## config.mk

```make
export PLATFORM = sky130hd
export DESIGN_NAME = jtag_tap_ctrl_flat
export DESIGN_NICKNAME = d
export VERILOG_FILES = /design/src/rtl/jtag_pkg.sv /design/src/rtl/jtag_tap_ctrl_if.sv /design/src/rtl/jtag_tap_fsm.sv /design/src/rtl/jtag_tap_ctrl.sv /design/src/flat_wrapper.sv
export SDC_FILE = /design/constraint.sdc
export NUM_CORES = 1
export LEC_CHECK = 0
export CAP_MARGIN = 20
export CORE_MARGIN = 1
export CORE_UTILIZATION = 30
export DETAILED_ROUTE_END_ITERATION = 16
export GPL_ROUTABILITY_DRIVEN = 0
export GPL_TIMING_DRIVEN = 0
export PLACE_DENSITY = 0.55
export SLEW_MARGIN = 20
export SYNTH_ARGS = -nofsm -noshare
export SYNTH_HDL_FRONTEND = slang
export SYNTH_SLANG_ARGS = --single-unit
```

## constraint.sdc

```tcl
create_clock -name TCK -period 3.1 [get_ports TCK]
set_input_delay 0.62 -clock TCK [delete_from_list [all_inputs] [get_ports TCK]]
set_output_delay 0.62 -clock TCK [all_outputs]
set_load 0.02 [all_outputs]
```

## src/rtl/jtag_pkg.sv

```systemverilog
// Shared TAP definitions: state encoding, opcode helpers and the IR capture pattern.
// Opcode helpers take the IR width so every instance derives its own constants.
package jtag_pkg;

  // Standard 1149.1 state encoding, exposed on tap_state.
  typedef enum logic [3:0] {
    EX2_DR = 4'h0,
    EX1_DR = 4'h1,
    SH_DR  = 4'h2,
    PA_DR  = 4'h3,
    SEL_IR = 4'h4,
    UPD_DR = 4'h5,
    CAP_DR = 4'h6,
    SEL_DR = 4'h7,
    EX2_IR = 4'h8,
    EX1_IR = 4'h9,
    SH_IR  = 4'hA,
    PA_IR  = 4'hB,
    RTI    = 4'hC,
    UPD_IR = 4'hD,
    CAP_IR = 4'hE,
    TLR    = 4'hF
  } tap_state_e;

  localparam int MAX_IR_WIDTH = 8;

  // All-ones mask of the given IR width.
  function automatic logic [MAX_IR_WIDTH-1:0] ir_mask(input int w);
    return MAX_IR_WIDTH'((1 << w) - 1);
  endfunction

  function automatic logic [MAX_IR_WIDTH-1:0] op_extest(input int w);
    return MAX_IR_WIDTH'(0) & ir_mask(w);
  endfunction

  function automatic logic [MAX_IR_WIDTH-1:0] op_sample(input int w);
    return MAX_IR_WIDTH'(1) & ir_mask(w);
  endfunction

  function automatic logic [MAX_IR_WIDTH-1:0] op_idcode(input int w);
    return MAX_IR_WIDTH'(2) & ir_mask(w);
  endfunction

  function automatic logic [MAX_IR_WIDTH-1:0] op_intest(input int w);
    return MAX_IR_WIDTH'(3) & ir_mask(w);
  endfunction

  // USER_k is op_user_base + k.
  function automatic logic [MAX_IR_WIDTH-1:0] op_user_base(input int w);
    return MAX_IR_WIDTH'(4) & ir_mask(w);
  endfunction

  function automatic logic [MAX_IR_WIDTH-1:0] op_bypass(input int w);
    return ir_mask(w);
  endfunction

  // Value loaded into the IR shift register in CAP_IR: {0..0,2'b01}.
  function automatic logic [MAX_IR_WIDTH-1:0] ir_capture(input int w);
    return MAX_IR_WIDTH'(1) & ir_mask(w);
  endfunction

endpackage

```

## src/rtl/jtag_tap_ctrl_if.sv

```systemverilog
// Chip-level JTAG serial pins. The pin driver (board/tester) is the master,
// the TAP controller is the slave.
interface jtag_tap_ctrl_if;
  logic TMS;
  logic TDI;
  logic TDO;
  logic tdo_en;

  modport master (output TMS, output TDI, input TDO, input tdo_en);
  modport slave  (input TMS, input TDI, output TDO, output tdo_en);
endinterface

```

## src/rtl/jtag_tap_fsm.sv

```systemverilog
// 16-state TAP controller FSM with registered per-state decode flags.
// tlr_next is combinational so the IR can be forced on the edge entering TLR.
module jtag_tap_fsm
  import jtag_pkg::*;
(
  input  logic       tck,
  input  logic       reset,
  input  logic       tms,
  output tap_state_e state,
  output logic       tlr_next,
  output logic       in_tlr,
  output logic       in_cap_dr,
  output logic       in_sh_dr,
  output logic       in_upd_dr,
  output logic       in_cap_ir,
  output logic       in_sh_ir,
  output logic       in_upd_ir
);

  tap_state_e nxt;

  function automatic tap_state_e next_state(input tap_state_e s, input logic m);
    case (s)
      TLR:     return m ? TLR    : RTI;
      RTI:     return m ? SEL_DR : RTI;
      SEL_DR:  return m ? SEL_IR : CAP_DR;
      CAP_DR:  return m ? EX1_DR : SH_DR;
      SH_DR:   return m ? EX1_DR : SH_DR;
      EX1_DR:  return m ? UPD_DR : PA_DR;
      PA_DR:   return m ? EX2_DR : PA_DR;
      EX2_DR:  return m ? UPD_DR : SH_DR;
      UPD_DR:  return m ? SEL_DR : RTI;
      SEL_IR:  return m ? TLR    : CAP_IR;
      CAP_IR:  return m ? EX1_IR : SH_IR;
      SH_IR:   return m ? EX1_IR : SH_IR;
      EX1_IR:  return m ? UPD_IR : PA_IR;
      PA_IR:   return m ? EX2_IR : PA_IR;
      EX2_IR:  return m ? UPD_IR : SH_IR;
      UPD_IR:  return m ? SEL_DR : RTI;
      default: return TLR;
    endcase
  endfunction

  // Next state from the 1149.1 transition table.
  always_comb nxt = next_state(state, tms);

  assign tlr_next = (nxt == TLR);

  // State register; decode flags are registered from the next state so they
  // line up exactly with the state they describe.
  always_ff @(posedge tck) begin
    // NOTE: sequential state uses non-blocking assignments so every register
    // samples pre-edge values regardless of statement order.
    if (reset) begin
      state     <= TLR;
      in_tlr    <= 1'b1;
      in_cap_dr <= 1'b0;
      in_sh_dr  <= 1'b0;
      in_upd_dr <= 1'b0;
      in_cap_ir <= 1'b0;
      in_sh_ir  <= 1'b0;
      in_upd_ir <= 1'b0;
    end else begin
      state     <= nxt;
      in_tlr    <= (nxt == TLR);
      in_cap_dr <= (nxt == CAP_DR);
      in_sh_dr  <= (nxt == SH_DR);
      in_upd_dr <= (nxt == UPD_DR);
      in_cap_ir <= (nxt == CAP_IR);
      in_sh_ir  <= (nxt == SH_IR);
      in_upd_ir <= (nxt == UPD_IR);
    end
  end

endmodule

```

## src/rtl/jtag_tap_ctrl.sv

```systemverilog
// Parametrised TAP controller: FSM, instruction register, decode, bypass,
// optional IDCODE register and TDO mux. Boundary and user scan chains are
// external and driven through the decoded strobes/selects.
// Build option: define IDCODE_EN to include the 32-bit IDCODE register and
// make IDCODE the reset instruction (otherwise BYPASS).
module jtag_tap_ctrl
  import jtag_pkg::*;
#(
  parameter int          IR_WIDTH   = 4,
  parameter int          N_USER     = 2,
  parameter logic [31:0] IDCODE_VAL = 32'h1000_0001
) (
  input  logic                TCK,
  input  logic                reset,
  jtag_tap_ctrl_if.slave      jtag,
  output logic [3:0]          tap_state,
  output logic [IR_WIDTH-1:0] ir_o,
  output logic                capture_dr,
  output logic                shift_dr,
  output logic                update_dr,
  output logic                bsr_sel,
  output logic                bsr_mode,
  input  logic                bsr_tdo,
  output logic [N_USER-1:0]   user_sel,
  input  logic [N_USER-1:0]   user_tdo,
  output logic                tap_reset
);

  // Elaboration-time parameter legality.
  if (IR_WIDTH < 3 || IR_WIDTH > MAX_IR_WIDTH) begin : g_chk_ir_width
    $error("jtag_tap_ctrl: IR_WIDTH must be 3..8");
  end
  if (N_USER < 1 || N_USER > 8 || (1 << IR_WIDTH) < N_USER + 5) begin : g_chk_n_user
    $error("jtag_tap_ctrl: N_USER must be 1..8 and fit the opcode space");
  end
  if (IDCODE_VAL[0] != 1'b1) begin : g_chk_idcode
    $error("jtag_tap_ctrl: IDCODE_VAL bit 0 must be 1");
  end

  localparam logic [IR_WIDTH-1:0] OP_EXTEST  = IR_WIDTH'(op_extest(IR_WIDTH));
  localparam logic [IR_WIDTH-1:0] OP_SAMPLE  = IR_WIDTH'(op_sample(IR_WIDTH));
  localparam logic [IR_WIDTH-1:0] OP_INTEST  = IR_WIDTH'(op_intest(IR_WIDTH));
  localparam logic [IR_WIDTH-1:0] IR_CAPTURE = IR_WIDTH'(ir_capture(IR_WIDTH));
`ifdef IDCODE_EN
  localparam logic [IR_WIDTH-1:0] OP_IDCODE  = IR_WIDTH'(op_idcode(IR_WIDTH));
  localparam logic [IR_WIDTH-1:0] IR_RESET   = OP_IDCODE;
`else
  localparam logic [IR_WIDTH-1:0] OP_BYPASS  = IR_WIDTH'(op_bypass(IR_WIDTH));
  localparam logic [IR_WIDTH-1:0] IR_RESET   = OP_BYPASS;
`endif

  tap_state_e          state;
  logic                tlr_next;
  logic                in_tlr, in_cap_dr, in_sh_dr, in_upd_dr;
  logic                in_cap_ir, in_sh_ir, in_upd_ir;
  logic [IR_WIDTH-1:0] ir_sr;
  logic [IR_WIDTH-1:0] ir;
  logic                bypass_q;
  logic                dr_int_tdo;
  logic                ext_sel;
  logic                tdo_mux;

  jtag_tap_fsm u_fsm (
    .tck       (TCK),
    .reset     (reset),
    .tms       (jtag.TMS),
    .state     (state),
    .tlr_next  (tlr_next),
    .in_tlr    (in_tlr),
    .in_cap_dr (in_cap_dr),
    .in_sh_dr  (in_sh_dr),
    .in_upd_dr (in_upd_dr),
    .in_cap_ir (in_cap_ir),
    .in_sh_ir  (in_sh_ir),
    .in_upd_ir (in_upd_ir)
  );

  // IR shift register: capture pattern, then shift right with TDI into the MSB.
  always_ff @(posedge TCK) begin
    if (reset)          ir_sr <= '0;
    else if (in_cap_ir) ir_sr <= IR_CAPTURE;
    else if (in_sh_ir)  ir_sr <= {jtag.TDI, ir_sr[IR_WIDTH-1:1]};
  end

  // Active instruction: forced to the reset opcode on entering TLR, otherwise
  // updated only from the shift register in UPD_IR.
  always_ff @(posedge TCK) begin
    if (reset || tlr_next) ir <= IR_RESET;
    else if (in_upd_ir)    ir <= ir_sr;
  end

  // Single-bit bypass register.
  always_ff @(posedge TCK) begin
    if (reset)          bypass_q <= 1'b0;
    else if (in_cap_dr) bypass_q <= 1'b0;
    else if (in_sh_dr)  bypass_q <= jtag.TDI;
  end

`ifdef IDCODE_EN
  logic [31:0] idcode_sr;
  logic        sel_idcode;

  assign sel_idcode = (ir == OP_IDCODE);

  // IDCODE register: load the device ID on capture, shift right with TDI into bit 31.
  always_ff @(posedge TCK) begin
    if (reset)                        idcode_sr <= IDCODE_VAL;
    else if (in_cap_dr && sel_idcode) idcode_sr <= IDCODE_VAL;
    else if (in_sh_dr && sel_idcode)  idcode_sr <= {jtag.TDI, idcode_sr[31:1]};
  end

  assign dr_int_tdo = sel_idcode ? idcode_sr[0] : bypass_q;
`else
  assign dr_int_tdo = bypass_q;
`endif

  // Instruction decode from the active instruction; anything unlisted is bypass.
  assign bsr_sel  = (ir == OP_EXTEST) || (ir == OP_SAMPLE) || (ir == OP_INTEST);
  assign bsr_mode = (ir == OP_EXTEST) || (ir == OP_INTEST);

  for (genvar k = 0; k < N_USER; k++) begin : g_user_sel
    assign user_sel[k] = (ir == IR_WIDTH'(int'(op_user_base(IR_WIDTH)) + k));
  end

  assign ext_sel    = bsr_sel | (|user_sel);
  assign capture_dr = in_cap_dr & ext_sel;
  assign shift_dr   = in_sh_dr  & ext_sel;
  assign update_dr  = in_upd_dr & ext_sel;

  // TDO mux: IR LSB in SH_IR, the selected data register in SH_DR, else 0.
  always_comb begin
    // NOTE: default assigned first so every path drives tdo_mux and no latch is inferred.
    tdo_mux = 1'b0;
    if (in_sh_ir) begin
      tdo_mux = ir_sr[0];
    end else if (in_sh_dr) begin
      if (bsr_sel)          tdo_mux = bsr_tdo;
      else if (|user_sel)   tdo_mux = |(user_sel & user_tdo);
      else                  tdo_mux = dr_int_tdo;
    end
  end

  assign jtag.TDO    = tdo_mux;
  assign jtag.tdo_en = in_sh_ir | in_sh_dr;
  assign tap_state   = state;
  assign ir_o        = ir;
  assign tap_reset   = in_tlr;

endmodule

```

## src/flat_wrapper.sv

```systemverilog
// flat-port wrapper written by rule: the top's interface ports become plain ports
module jtag_tap_ctrl_flat import jtag_pkg::*;
#(
  parameter int          IR_WIDTH   = 4,
  parameter int          N_USER     = 2,
  parameter logic [31:0] IDCODE_VAL = 32'h1000_0001
)
  (TCK, reset, tap_state, ir_o, capture_dr, shift_dr, update_dr, bsr_sel, bsr_mode, bsr_tdo, user_sel, user_tdo, tap_reset, jtag_TMS, jtag_TDI, jtag_TDO, jtag_tdo_en);
  jtag_tap_ctrl_if jtag_i ();
  input  logic TCK;
  input  logic reset;
  output logic [3:0] tap_state;
  output logic [IR_WIDTH-1:0] ir_o;
  output logic capture_dr;
  output logic shift_dr;
  output logic update_dr;
  output logic bsr_sel;
  output logic bsr_mode;
  input  logic bsr_tdo;
  output logic [N_USER-1:0] user_sel;
  input  logic [N_USER-1:0] user_tdo;
  output logic tap_reset;
  input wire logic [$bits(jtag_i.TMS)-1:0] jtag_TMS;
  input wire logic [$bits(jtag_i.TDI)-1:0] jtag_TDI;
  output wire logic [$bits(jtag_i.TDO)-1:0] jtag_TDO;
  output wire logic [$bits(jtag_i.tdo_en)-1:0] jtag_tdo_en;
  assign jtag_i.TMS = jtag_TMS;
  assign jtag_i.TDI = jtag_TDI;
  assign jtag_TDO = jtag_i.TDO;
  assign jtag_tdo_en = jtag_i.tdo_en;
  jtag_tap_ctrl #(.IR_WIDTH(IR_WIDTH), .N_USER(N_USER), .IDCODE_VAL(IDCODE_VAL)) u_core (.TCK(TCK), .reset(reset), .jtag(jtag_i), .tap_state(tap_state), .ir_o(ir_o), .capture_dr(capture_dr), .shift_dr(shift_dr), .update_dr(update_dr), .bsr_sel(bsr_sel), .bsr_mode(bsr_mode), .bsr_tdo(bsr_tdo), .user_sel(user_sel), .user_tdo(user_tdo), .tap_reset(tap_reset));
endmodule
```

==> flow report <==
===============================================================================
Pwr dens                                                             430 mW/mm2
Count of instances resized after the clock tree is built                      0
Port bufs                                                                    23
Placed cell areas                                                   0.00124 mm2
Violation tally from detailed-route iteration zero                           14
Post-layout minimum cycle time                                          2.79 ns
Hold path startpoint                                               u_core.u_fsm.in_cap_dr
Post-synthesis chip area from yosys                                     956 um2
Maximum number of pins on one net before global-route repair                 12
Cell Count, Final, Fillers Out                                              174
Initial antenna violation count                                               0
Number of endpoints with negative hold slack in the final report              0
Result of the run                                                  finished clean
Period Utilization, post-route                                            90.1%
Total of flip-flops plus latches after synthesis                             20
Max-slew headroom                                                         71.7%
Max-cap check violation count                                                 0
Routed Wire Length                                                      2070 um
Via count of the first global-routing pass                                  752
Share of flip-flops with an asynchronous set or reset                        0%
Routed via count                                                            808
Cells along the critical path                                      clkdlybuf4s50_1 > nand2b_1 > a211o_1 > a22oi_1 > clkdlybuf4s50_1
Inst Count DP                                                               170
Nets                                                                        138
Kind of critical path                                              input pin to output port
Vias/cell                                                                  4.64
===============================================================================
worst min path at each step:
stage | slack [ns] | to | depth (start not counted)
2_1_floorplan | 0.39 | u_core.bypass_q | 1
3_3_place_gp | 0.40 | u_core.bypass_q | 1
3_5_place_dp | 0.40 | u_core.bypass_q | 1
4_1_cts | 0.41 | u_core.bypass_q | 1
5_1_grt | 0.44 | u_core.bypass_q | 1
6_report | 0.41 | u_core.bypass_q | 1
flip-flops by register name, summed over array words and instances (netlist names):
name,cells
u_core.u_fsm.in_sh_ir,1
u_core.u_fsm.in_upd_ir,1
u_core.u_fsm.in_sh_dr,1
u_core.u_fsm.in_cap_dr,1
u_core.u_fsm.in_cap_ir,1
u_core.u_fsm.state,4
u_core.u_fsm.in_tlr,1
u_core.u_fsm.in_upd_dr,1
u_core.ir_o,4
u_core.ir_sr,4
u_core.bypass_q,1
cells by family after synthesis:
group / share of synthesized area [%]
flip-flops: 41.9
multiplexers: 7.33
buffers and inverters: 7.46
AND/OR/NAND/NOR: 29.1
AND-OR/OR-AND: 14.3
final cells by class:
class | instances | area share (%)
plain buffers | 9 | 5.00
clock buffers | 4 | 2.84
inverters | 2 | 0.588
multi-input cells | 72 | 37.9
flip-flops and latches | 20 | 31.3
well taps | 44 | 4.31
repair buffers | 23 | 18.0
worst register-to-register path, stage by stage (launching register included):
cell,delay (ns)
sky130_fd_sc_hd__dfxtp_1,0.34
sky130_fd_sc_hd__buf_6,0.14
sky130_fd_sc_hd__or3_1,0.36
sky130_fd_sc_hd__a21o_1,0.26
sky130_fd_sc_hd__o2111ai_2,0.10
routing by layer:
layer / wire (um) / share of wire (%) / vias up / GRT usage [%]
li1: - / - / 419 / -
met1: 971 / 47 / 364 / 16.4
met2: 989 / 48 / 23 / 22.8
met3: 93 / 4.5 / 2 / 2.20
met4: 10 / 0.48 / 0 / 6.12
met5: 0 / 0 / - / 0
cell usage in the layout, fill, tap and decap left out, types with 2 or more instances in the layout:
master / netlist / layout
sky130_fd_sc_hd__nor2b_1: 3 / 3
sky130_fd_sc_hd__buf_6: 3 / 3
sky130_fd_sc_hd__clkdlybuf4s50_1: 0 / 23
sky130_fd_sc_hd__o21a_1: 2 / 2
sky130_fd_sc_hd__buf_2: 2 / 2
sky130_fd_sc_hd__nand2_1: 10 / 10
sky130_fd_sc_hd__nand3b_1: 2 / 2
sky130_fd_sc_hd__nor4b_1: 2 / 2
sky130_fd_sc_hd__nor2_1: 4 / 4
sky130_fd_sc_hd__inv_1: 2 / 2
sky130_fd_sc_hd__and2_1: 3 / 3
sky130_fd_sc_hd__dfxtp_1: 20 / 20
sky130_fd_sc_hd__clkbuf_4: 0 / 3
sky130_fd_sc_hd__nand3_1: 2 / 2
sky130_fd_sc_hd__a21o_1: 2 / 2
sky130_fd_sc_hd__nor3_1: 6 / 6
sky130_fd_sc_hd__nand2b_1: 5 / 5
sky130_fd_sc_hd__or2_2: 2 / 2
sky130_fd_sc_hd__mux2i_1: 7 / 7
sky130_fd_sc_hd__a21oi_1: 5 / 5
report_power, final:
part	total (mW)	internal [mW]	switching (mW)
registers	0.278	0.269	0.00911
clock network	0.151	0.0716	0.0798
logic	0.120	0.0585	0.0613
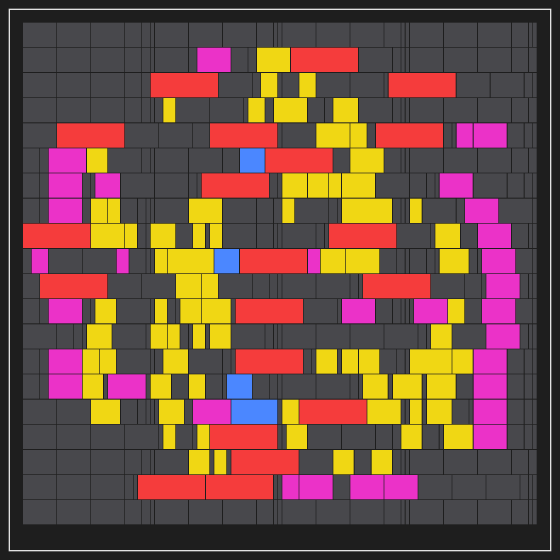
**Above:** placed cells, one colour a class.
Fill, decap, tap and diode cells in grey.
remaining buffers and delay cells: marked magenta, cells 32, share of their area 24%. clock drivers and dummy loads: marked blue, cells 4, share of their area 3.0%. combinational and other logic: marked yellow, cells 74, share of their area 40%. sequential cells: marked red, cells 20, share of their area 33%.
cell area after layout: 0.00128 mm2
flip-flop and latch share of the layout cell area: 31.3%
area of the core: 0.00303 mm2
row cnt: 20
final core utilization: 42.2%

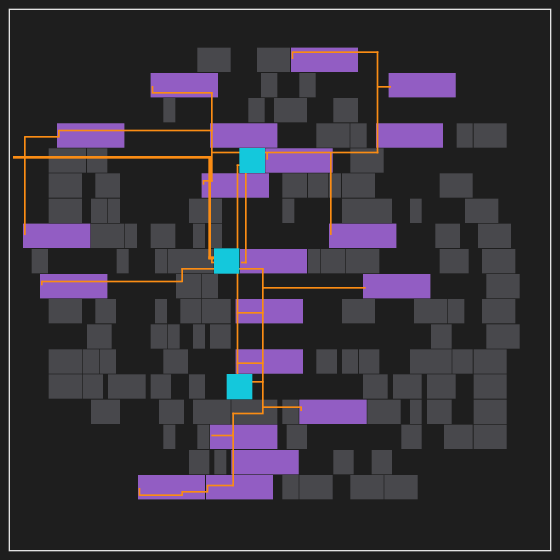
**Above:** routed clock nets over the placement.
clock drivers: marked cyan, count 3. flip-flops: marked purple, count 20. clock wires: marked orange, length 260 um.
There are 4 routed clock nets.
clock network latency to the later pin of the worst-skew pair: 0.30 ns
P_clk: 0.151 mW

Power is estimated from default activity; no workload was simulated.
